Fig. 1: placed standard cells
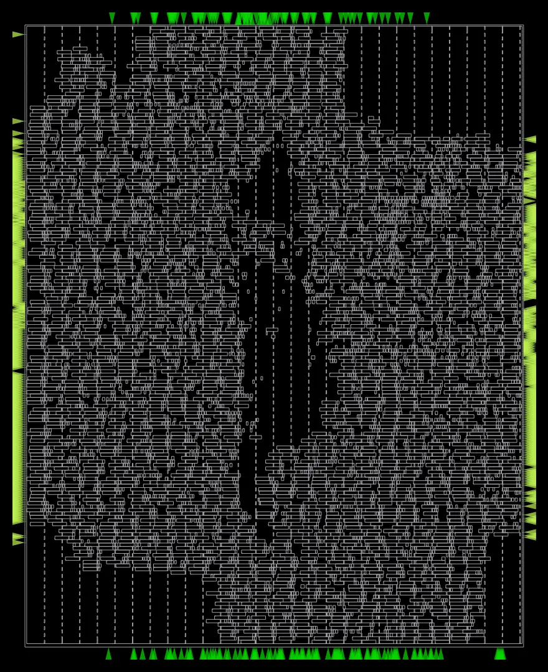
Fig. 2: port wiring
Scale bar: 100 µm.
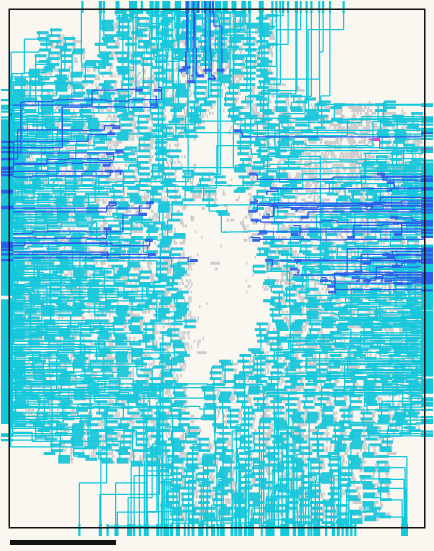
Fig. 3: cell area per tile
Scale bar: 100 µm. 20 x 24 tiles, from white (low) to dark blue (high), 0 to 100% covered.
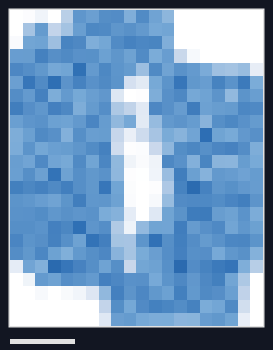
Fig. 4: floorplan with the power grid
Scale bar: 100 µm. Pins as bars on the die edge. Tap cells in grey.
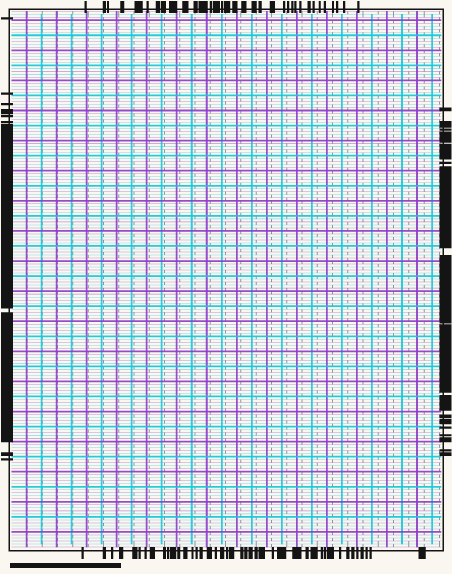
Fig. 5: sequential cells grouped by signal name
Scale bar: 100 µm. Other sequential cells in the stronger grey, the rest of the logic in the fainter grey.
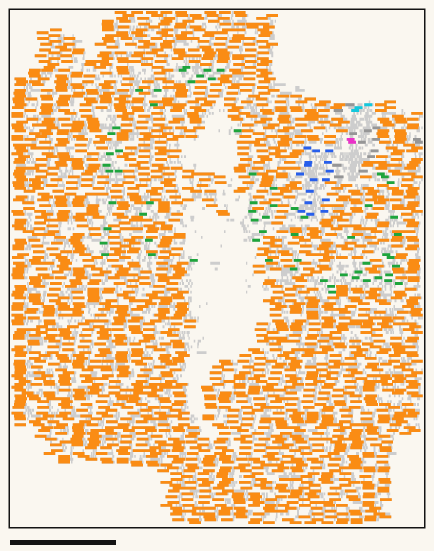
## config.mk

```make
export PLATFORM = sky130hd
export DESIGN_NAME = routex_egress_serializer_flat
export DESIGN_NICKNAME = d
export VERILOG_FILES = /design/src/rtl/routex_egress_serializer_pkg.sv /design/src/rtl/routex_egress_serializer_if.sv /design/src/rtl/routex_egress_serializer_flit_fifo.sv /design/src/rtl/routex_egress_serializer.sv /design/src/flat_wrapper.sv
export SDC_FILE = /design/constraint.sdc
export NUM_CORES = 2
export LEC_CHECK = 0
export ABC_AREA = 1
export CORE_ASPECT_RATIO = 1.25
export CORE_UTILIZATION = 46
export CTS_CLUSTER_DIAMETER = 200
export CTS_CLUSTER_SIZE = 30
export DETAILED_ROUTE_END_ITERATION = 6
export DONT_BUFFER_PORTS = 1
export PLACE_DENSITY = 0.61
export SLEW_MARGIN = 40
export SYNTH_ARGS = -nofsm -noshare
export SYNTH_HDL_FRONTEND = slang
export SYNTH_SLANG_ARGS = --single-unit
```

## constraint.sdc

```tcl
create_clock -name clk_i -period 40.1 [get_ports clk_i]
set_input_delay 8.02 -clock clk_i [delete_from_list [all_inputs] [get_ports clk_i]]
set_output_delay 8.02 -clock clk_i [all_outputs]
set_load 0.01 [all_outputs]
```

## src/rtl/routex_egress_serializer_pkg.sv

```systemverilog
// Shared types for the routex egress serializer: flit layout, header field
// positions and serializer FSM states.
package routex_egress_serializer_pkg;

    localparam int FLIT_W   = 512;
    localparam int LEN_WORD = 7;
    localparam int LEN_W    = 16;

    typedef logic [7:0][63:0] flit_t;

    typedef enum logic [1:0] {
        IDLE = 2'd0,
        HDR  = 2'd1,
        PAY  = 2'd2
    } ser_state_t;

    // Payload length carried in the low bits of header word 7.
    function automatic logic [LEN_W-1:0] flit_len(input flit_t f);
        return f[LEN_WORD][LEN_W-1:0];
    endfunction

endpackage

```

## src/rtl/routex_egress_serializer_if.sv

```systemverilog
// Flit-in / word-out bundle between a routex_core output port, the egress
// serializer (slave) and the link MAC side.
interface routex_egress_serializer_if;
    import routex_egress_serializer_pkg::*;

    flit_t       d;
    logic        d_valid;
    logic        d_sof;
    logic        d_bp;
    logic [63:0] q;
    logic        q_valid;
    logic        q_sof;
    logic        q_eof;
    logic        q_bp;
    logic        overflow;
    logic        err;

    modport master (
        output d, d_valid, d_sof, q_bp,
        input  d_bp, q, q_valid, q_sof, q_eof, overflow, err
    );

    modport slave (
        input  d, d_valid, d_sof, q_bp,
        output d_bp, q, q_valid, q_sof, q_eof, overflow, err
    );

endinterface

```

## src/rtl/routex_egress_serializer_flit_fifo.sv

```systemverilog
// Flit FIFO with extra-MSB pointers, combinational head and free-entry count.
// A pop on a full FIFO frees the slot the simultaneous write lands in.
module routex_egress_serializer_flit_fifo #(
    parameter int Width = 513,
    parameter int Depth = 4
) (
    input  logic                   clk_i,
    input  logic                   rst_i,
    input  logic                   wr_en_i,
    input  logic [Width-1:0]       wr_data_i,
    input  logic                   rd_en_i,
    output logic [Width-1:0]       head_o,
    output logic                   full_o,
    output logic                   empty_o,
    output logic [$clog2(Depth):0] free_o
);
    localparam int AW = $clog2(Depth);

    logic [Width-1:0] mem_q [Depth];
    logic [AW:0]      wr_ptr_q;
    logic [AW:0]      rd_ptr_q;
    logic [AW:0]      used_s;
    logic             wr_fire_s;
    logic             rd_fire_s;

    assign used_s    = wr_ptr_q - rd_ptr_q;
    assign empty_o   = (wr_ptr_q == rd_ptr_q);
    assign full_o    = (used_s == (AW+1)'(Depth));
    assign free_o    = (AW+1)'(Depth) - used_s;
    assign head_o    = mem_q[rd_ptr_q[AW-1:0]];
    assign wr_fire_s = wr_en_i && (!full_o || rd_en_i);
    assign rd_fire_s = rd_en_i && !empty_o;

    // Pointer update
    always_ff @(posedge clk_i) begin
        if (rst_i) begin
            wr_ptr_q <= '0;
            rd_ptr_q <= '0;
        end else begin
            if (wr_fire_s) wr_ptr_q <= wr_ptr_q + (AW+1)'(1);
            if (rd_fire_s) rd_ptr_q <= rd_ptr_q + (AW+1)'(1);
        end
    end

    // Storage write
    always_ff @(posedge clk_i) begin
        if (wr_fire_s) mem_q[wr_ptr_q[AW-1:0]] <= wr_data_i;
    end

endmodule

```

## src/rtl/routex_egress_serializer.sv

```systemverilog
// Serializes 512-bit routex flits into 64-bit link words, trimming tail
// padding, with a small FIFO absorbing the core's backpressure latency.
module routex_egress_serializer
    import routex_egress_serializer_pkg::*;
#(
    parameter int Depth    = 4,
    parameter int BpMargin = 2
) (
    input  logic                       clk_i,
    input  logic                       rst_i,
    routex_egress_serializer_if.slave  bus
);
    localparam int CW = $clog2(Depth) + 1;

    logic [FLIT_W:0] head_raw_s;
    flit_t           head_s;
    logic            head_sof_s;
    logic            full_s;
    logic            empty_s;
    logic [CW-1:0]   free_s;
    logic [CW-1:0]   free_next_s;
    logic            pop_s;
    logic            wr_ok_s;

    ser_state_t      state_q;
    logic [2:0]      idx_q;
    logic [LEN_W-1:0] rem_q;
    logic [63:0]     q_q;
    logic            q_valid_q;
    logic            q_sof_q;
    logic            q_eof_q;
    logic            err_q;
    logic            overflow_q;
    logic            d_bp_q;

    routex_egress_serializer_flit_fifo #(
        .Width (FLIT_W + 1),
        .Depth (Depth)
    ) u_fifo (
        .clk_i     (clk_i),
        .rst_i     (rst_i),
        .wr_en_i   (bus.d_valid),
        .wr_data_i ({bus.d_sof, bus.d}),
        .rd_en_i   (pop_s),
        .head_o    (head_raw_s),
        .full_o    (full_s),
        .empty_o   (empty_s),
        .free_o    (free_s)
    );

    assign head_s      = head_raw_s[FLIT_W-1:0];
    assign head_sof_s  = head_raw_s[FLIT_W];
    assign wr_ok_s     = bus.d_valid && (!full_s || pop_s);
    assign free_next_s = free_s + {{(CW-1){1'b0}}, pop_s} - {{(CW-1){1'b0}}, wr_ok_s};

    // Pop decision: must match the FSM's consumption of the head flit
    always_comb begin
        pop_s = 1'b0;
        if (!bus.q_bp && !empty_s) begin
            case (state_q)
                IDLE:    pop_s = !head_sof_s;
                HDR:     pop_s = (idx_q == 3'd7);
                PAY:     pop_s = !head_sof_s && ((rem_q == LEN_W'(1)) || (idx_q == 3'd7));
                default: pop_s = 1'b0;
            endcase
        end else begin
            pop_s = 1'b0;
        end
    end

    // Sticky overflow and backpressure based on occupancy after this edge
    always_ff @(posedge clk_i) begin
        if (rst_i) begin
            overflow_q <= 1'b0;
            d_bp_q     <= 1'b0;
        end else begin
            overflow_q <= overflow_q | (bus.d_valid & full_s & ~pop_s);
            d_bp_q     <= (free_next_s <= CW'(BpMargin));
        end
    end

    // Serializer FSM; IDLE emits header word 0 directly to save a cycle
    always_ff @(posedge clk_i) begin
        if (rst_i) begin
            state_q   <= IDLE;
            idx_q     <= 3'd0;
            rem_q     <= '0;
            q_q       <= 64'd0;
            q_valid_q <= 1'b0;
            q_sof_q   <= 1'b0;
            q_eof_q   <= 1'b0;
            err_q     <= 1'b0;
        end else if (bus.q_bp) begin
            err_q <= 1'b0;
        end else begin
            q_valid_q <= 1'b0;
            q_sof_q   <= 1'b0;
            q_eof_q   <= 1'b0;
            err_q     <= 1'b0;
            case (state_q)
                IDLE: begin
                    if (!empty_s) begin
                        if (head_sof_s) begin
                            q_q       <= head_s[0];
                            q_valid_q <= 1'b1;
                            q_sof_q   <= 1'b1;
                            idx_q     <= 3'd1;
                            rem_q     <= flit_len(head_s);
                            state_q   <= HDR;
                        end else begin
                            err_q <= 1'b1;
                        end
                    end
                end
                HDR: begin
                    if (!empty_s) begin
                        q_q       <= head_s[idx_q];
                        q_valid_q <= 1'b1;
                        q_sof_q   <= (idx_q == 3'd0);
                        idx_q     <= idx_q + 3'd1;
                        if (idx_q == 3'd7) begin
                            if (rem_q == '0) begin
                                q_eof_q <= 1'b1;
                                state_q <= IDLE;
                            end else begin
                                state_q <= PAY;
                            end
                        end
                    end
                end
                PAY: begin
                    if (!empty_s) begin
                        if (head_sof_s) begin
                            // Truncated packet: abandon it without EOF, restart on the new header
                            err_q   <= 1'b1;
                            idx_q   <= 3'd0;
                            rem_q   <= flit_len(head_s);
                            state_q <= HDR;
                        end else begin
                            q_q       <= head_s[idx_q];
                            q_valid_q <= 1'b1;
                            rem_q     <= rem_q - LEN_W'(1);
                            if (rem_q == LEN_W'(1)) begin
                                q_eof_q <= 1'b1;
                                idx_q   <= 3'd0;
                                state_q <= IDLE;
                            end else begin
                                idx_q <= idx_q + 3'd1;
                            end
                        end
                    end
                end
                default: state_q <= IDLE;
            endcase
        end
    end

    assign bus.q        = q_q;
    assign bus.q_valid  = q_valid_q;
    assign bus.q_sof    = q_sof_q;
    assign bus.q_eof    = q_eof_q;
    assign bus.err      = err_q;
    assign bus.overflow = overflow_q;
    assign bus.d_bp     = d_bp_q;

endmodule
```

## src/flat_wrapper.sv

```systemverilog
// flat-port wrapper written by rule: the top's interface ports become plain ports
module routex_egress_serializer_flat import routex_egress_serializer_pkg::*;
#(
    parameter int Depth    = 4,
    parameter int BpMargin = 2
)
  (clk_i, rst_i, bus_d, bus_d_valid, bus_d_sof, bus_q_bp, bus_d_bp, bus_q, bus_q_valid, bus_q_sof, bus_q_eof, bus_overflow, bus_err);
  routex_egress_serializer_if bus_i ();
  input  logic clk_i;
  input  logic rst_i;
  input wire logic [$bits(bus_i.d)-1:0] bus_d;
  input wire logic [$bits(bus_i.d_valid)-1:0] bus_d_valid;
  input wire logic [$bits(bus_i.d_sof)-1:0] bus_d_sof;
  input wire logic [$bits(bus_i.q_bp)-1:0] bus_q_bp;
  output wire logic [$bits(bus_i.d_bp)-1:0] bus_d_bp;
  output wire logic [$bits(bus_i.q)-1:0] bus_q;
  output wire logic [$bits(bus_i.q_valid)-1:0] bus_q_valid;
  output wire logic [$bits(bus_i.q_sof)-1:0] bus_q_sof;
  output wire logic [$bits(bus_i.q_eof)-1:0] bus_q_eof;
  output wire logic [$bits(bus_i.overflow)-1:0] bus_overflow;
  output wire logic [$bits(bus_i.err)-1:0] bus_err;
  assign bus_i.d = bus_d;
  assign bus_i.d_valid = bus_d_valid;
  assign bus_i.d_sof = bus_d_sof;
  assign bus_i.q_bp = bus_q_bp;
  assign bus_d_bp = bus_i.d_bp;
  assign bus_q = bus_i.q;
  assign bus_q_valid = bus_i.q_valid;
  assign bus_q_sof = bus_i.q_sof;
  assign bus_q_eof = bus_i.q_eof;
  assign bus_overflow = bus_i.overflow;
  assign bus_err = bus_i.err;
  routex_egress_serializer #(.Depth(Depth), .BpMargin(BpMargin)) u_core (.clk_i(clk_i), .rst_i(rst_i), .bus(bus_i));
endmodule
```

==> reports/metrics.yaml <==
critPathSlowestCell: "buf_4"
wl_um: 259000
synth_area_um2: 86900
clkSlewWorstSetupHoldPaths_ns: 0.11
yosysUniqueCellTypes: 39
rr_endpoint: "u_core.u_fifo.mem_q[1][421]"
synthAoiAreaFrac: 0.0233
endpoint: "u_core.u_fifo.mem_q[1][421]"
async_flop_share: 0
cts.sinks: 2151
drtPass1Iterations: 6
inverters_excl_clock: 46
post-route-period-util: 0.289
top_area_cell: "edfxtp_1"
nNonClkBuffers: 94
worstPathCellList: "inv_1, nand2_1, nor2_1, nand2_1, nand2_1, nand2_2, nor2_4, buf_4, buf_4, buf_6, buf_6"
skew_ns: 0.0440
top_cell: "nand2_1"
crit_family: "buffers and inverters"
rows: 178
synthCells: 7485
hp-class: "reg2reg"
slowest_delay_ns: 0.77
drt_first_iter_violations: 5327
tightest_slew_ns: 0.960
crit_cells: 11
clock.latency.late_pin_ns: 0.79
yosys_warnings: 0
fin_crit_ns: 11.58
dominant_cells: "flip-flops and latches"
post-cts-setup-buffer-count: 0
ff2ff_setup_slack_ns: 33.87
mux_share: 0
groute.usage.overall: 0.267
rr_worst_depth: 14
cts_root_buffer: "clkbuf_16"
relSlewSlack: 0.360
via_per_inst: 5.65
yosys.area.top_type_share: 0.709
hp-start: "u_core.rem_q[5]"
grt_pass1_vias: 51200
arrival_ns: 11.97
ctsResizeCount: 0
dpl_cell_area_um2: 89100
syn_avg_cell_area_um2: 11.6
required_ns: 40.50
cp_common_cell: "nand2_1"
clock_buffers: 122
finalSetupViolCount: 0
logic_area_um2: 21100
crit_path_max_fanout: 64
maxCapViolCount: 0
synth_stat.cells: 7485
cts_max_path_buffers: 3
comb_share: 0.230
dr_total_vias: 55100
hold_viol_final: 0
clock_area_frac: 0.0254
critPathLaunchType: "input port"
fin_nets: 7717
status: "finished clean"
p_leak_nw: 31.9
logic_family: "simple AND/OR/NAND/NOR gates"
ys.flops: 2151
buf_share: 0.0130
layout_top_cells: "nand2_1 (2674), edfxtp_1 (2052), nand3_1 (1590)"
topCellsByArea: "edfxtp_1 (71%), nand2_1 (12%), nand3_1 (9.2%)"
yosys.area_share.simple: 0.215
overflow: 0
finalSetupTns_ns: 0
crit_type: "in2reg"
fillers: 16500
chipArea_um2: 191000
hold_buffers: 0
synth_adder_area_share: 0.00305
synth_chip_area_um2: 86900
grt_pass1_wl_um: 367000
ys_seq_frac: 0.732
lay_top_count: "nand2_1"
drtAntennaViolNets: 0
drive_gt1_frac: 0.0359
wl_per_cell_um: 26.6
max_freq_mhz: 86.4
place.gp.congestion: 0.860
path_buffers: 5
grt_max_degree: 183
dp_hpwl_um: 164000
Back to the opening pictures, Fig. 1:
tap cells: 2520
Flops: 2151
Post-Layout Cell Count: 9757
Core Area: 188000 µm²

Back to the opening pictures, Fig. 2:
bus_overflow -> magenta  # bits 1, direction output, edge east, end cells 1, buffers 0, wire 60.2 µm
bus_q -> blue  # bits 64, direction output, edge 38 east, 19 west, 7 north, end cells 64, buffers 0, wire 6850 µm
bus_d -> cyan  # bits 512, direction input, edge 199 west, 144 east, 97 south, 72 north, end cells 2048, buffers 0, wire 55.1 mm
PortBufs: 0
I/O pin count: 587

Back to the opening pictures, Fig. 3:
nearly empty tiles = 13%
tiles over 75% full = 0.60%
fullest tile = 77%
mean over tiles = 46%
fp_density: 0.462
Core Util, Final: 0.487

Back to the opening pictures, Fig. 4:
VDD -> cyan
VSS -> purple
tap cells = 2520
rows = 178
signal pins = 587
met4 straps = 28
VDD IR max: 0.0526 mV
Chip Width: 391 µm
Die Ht: 488 µm

Back to the opening pictures, Fig. 5:
u_core.bus.q -> green  # sequential cells 64
u_core.u_fifo.mem_q -> orange  # sequential cells 2052, where spread over the die
u_core.rem_q -> blue  # sequential cells 16
u_core.u_fifo.rd_ptr_q -> cyan  # sequential cells 3
u_core.state_q -> magenta  # sequential cells 2
not coloured = 14
Seq/total area: 0.695
Seq. cell area: 63600 µm²
P_seq: 2.88 mW

## state kept, by name (all words and copies together) (netlist names), 2 cells and up, named ones only
| name | flops |
|---|---|
| u_core.bus.q | 64 |
| u_core.rem_q | 16 |
| u_core.idx_q | 3 |
| u_core.u_fifo.wr_ptr_q | 3 |
| u_core.u_fifo.mem_q | 2052 |
| u_core.u_fifo.rd_ptr_q | 3 |
| u_core.state_q | 2 |
## cell families after synthesis
logic type               count (synthesis)
adder cells (fa/ha/maj)                 20
buffers and inverters                  528
flip-flops                            2151
AND/OR/NAND/NOR                       4417
XOR/XNOR                                 6
AND-OR/OR-AND                          363
## worst min-delay path, cell delays in order (launching register included)
cell     delay, ns
dfxtp_1       0.35
nand2_1       0.07
a21oi_1       0.05
## worst min-delay path by stage
stage                            endpoint  depth (start not counted)
after CTS                 u_core.rem_q[5]                          2
after global routing      u_core.rem_q[5]                          2
final                     u_core.rem_q[5]                          2
after detailed placement  u_core.rem_q[5]                          2
after floorplan           u_core.rem_q[5]                          2
after global placement    u_core.rem_q[5]                          2
## power breakdown
part,internal (mW),switching [mW]
Clock,0.397,0.665
Sequential,2.75,0.132
Combinational,0.448,1.35
Total,3.59,2.15
## routing by layer
metal,track usage,vias to the layer above,share of wire
li1,-,25500,-
met2,0.418,2095,0.46
met3,0.114,263,0.13
met4,0.0957,12,0.037
met5,0,-,0.00028
met1,0.328,27200,0.38
## stage by stage
stage,power (mW),worst slack [ns],util
floorplan,4.23,8.75,-
global placement,4.70,27.30,0.473
detailed placement,4.73,27.77,0.474
CTS,5.76,28.58,0.487
global route,6.00,28.34,0.487
finish,5.74,28.52,0.487
No activity file was given, so power comes from the tool's default toggle rates.
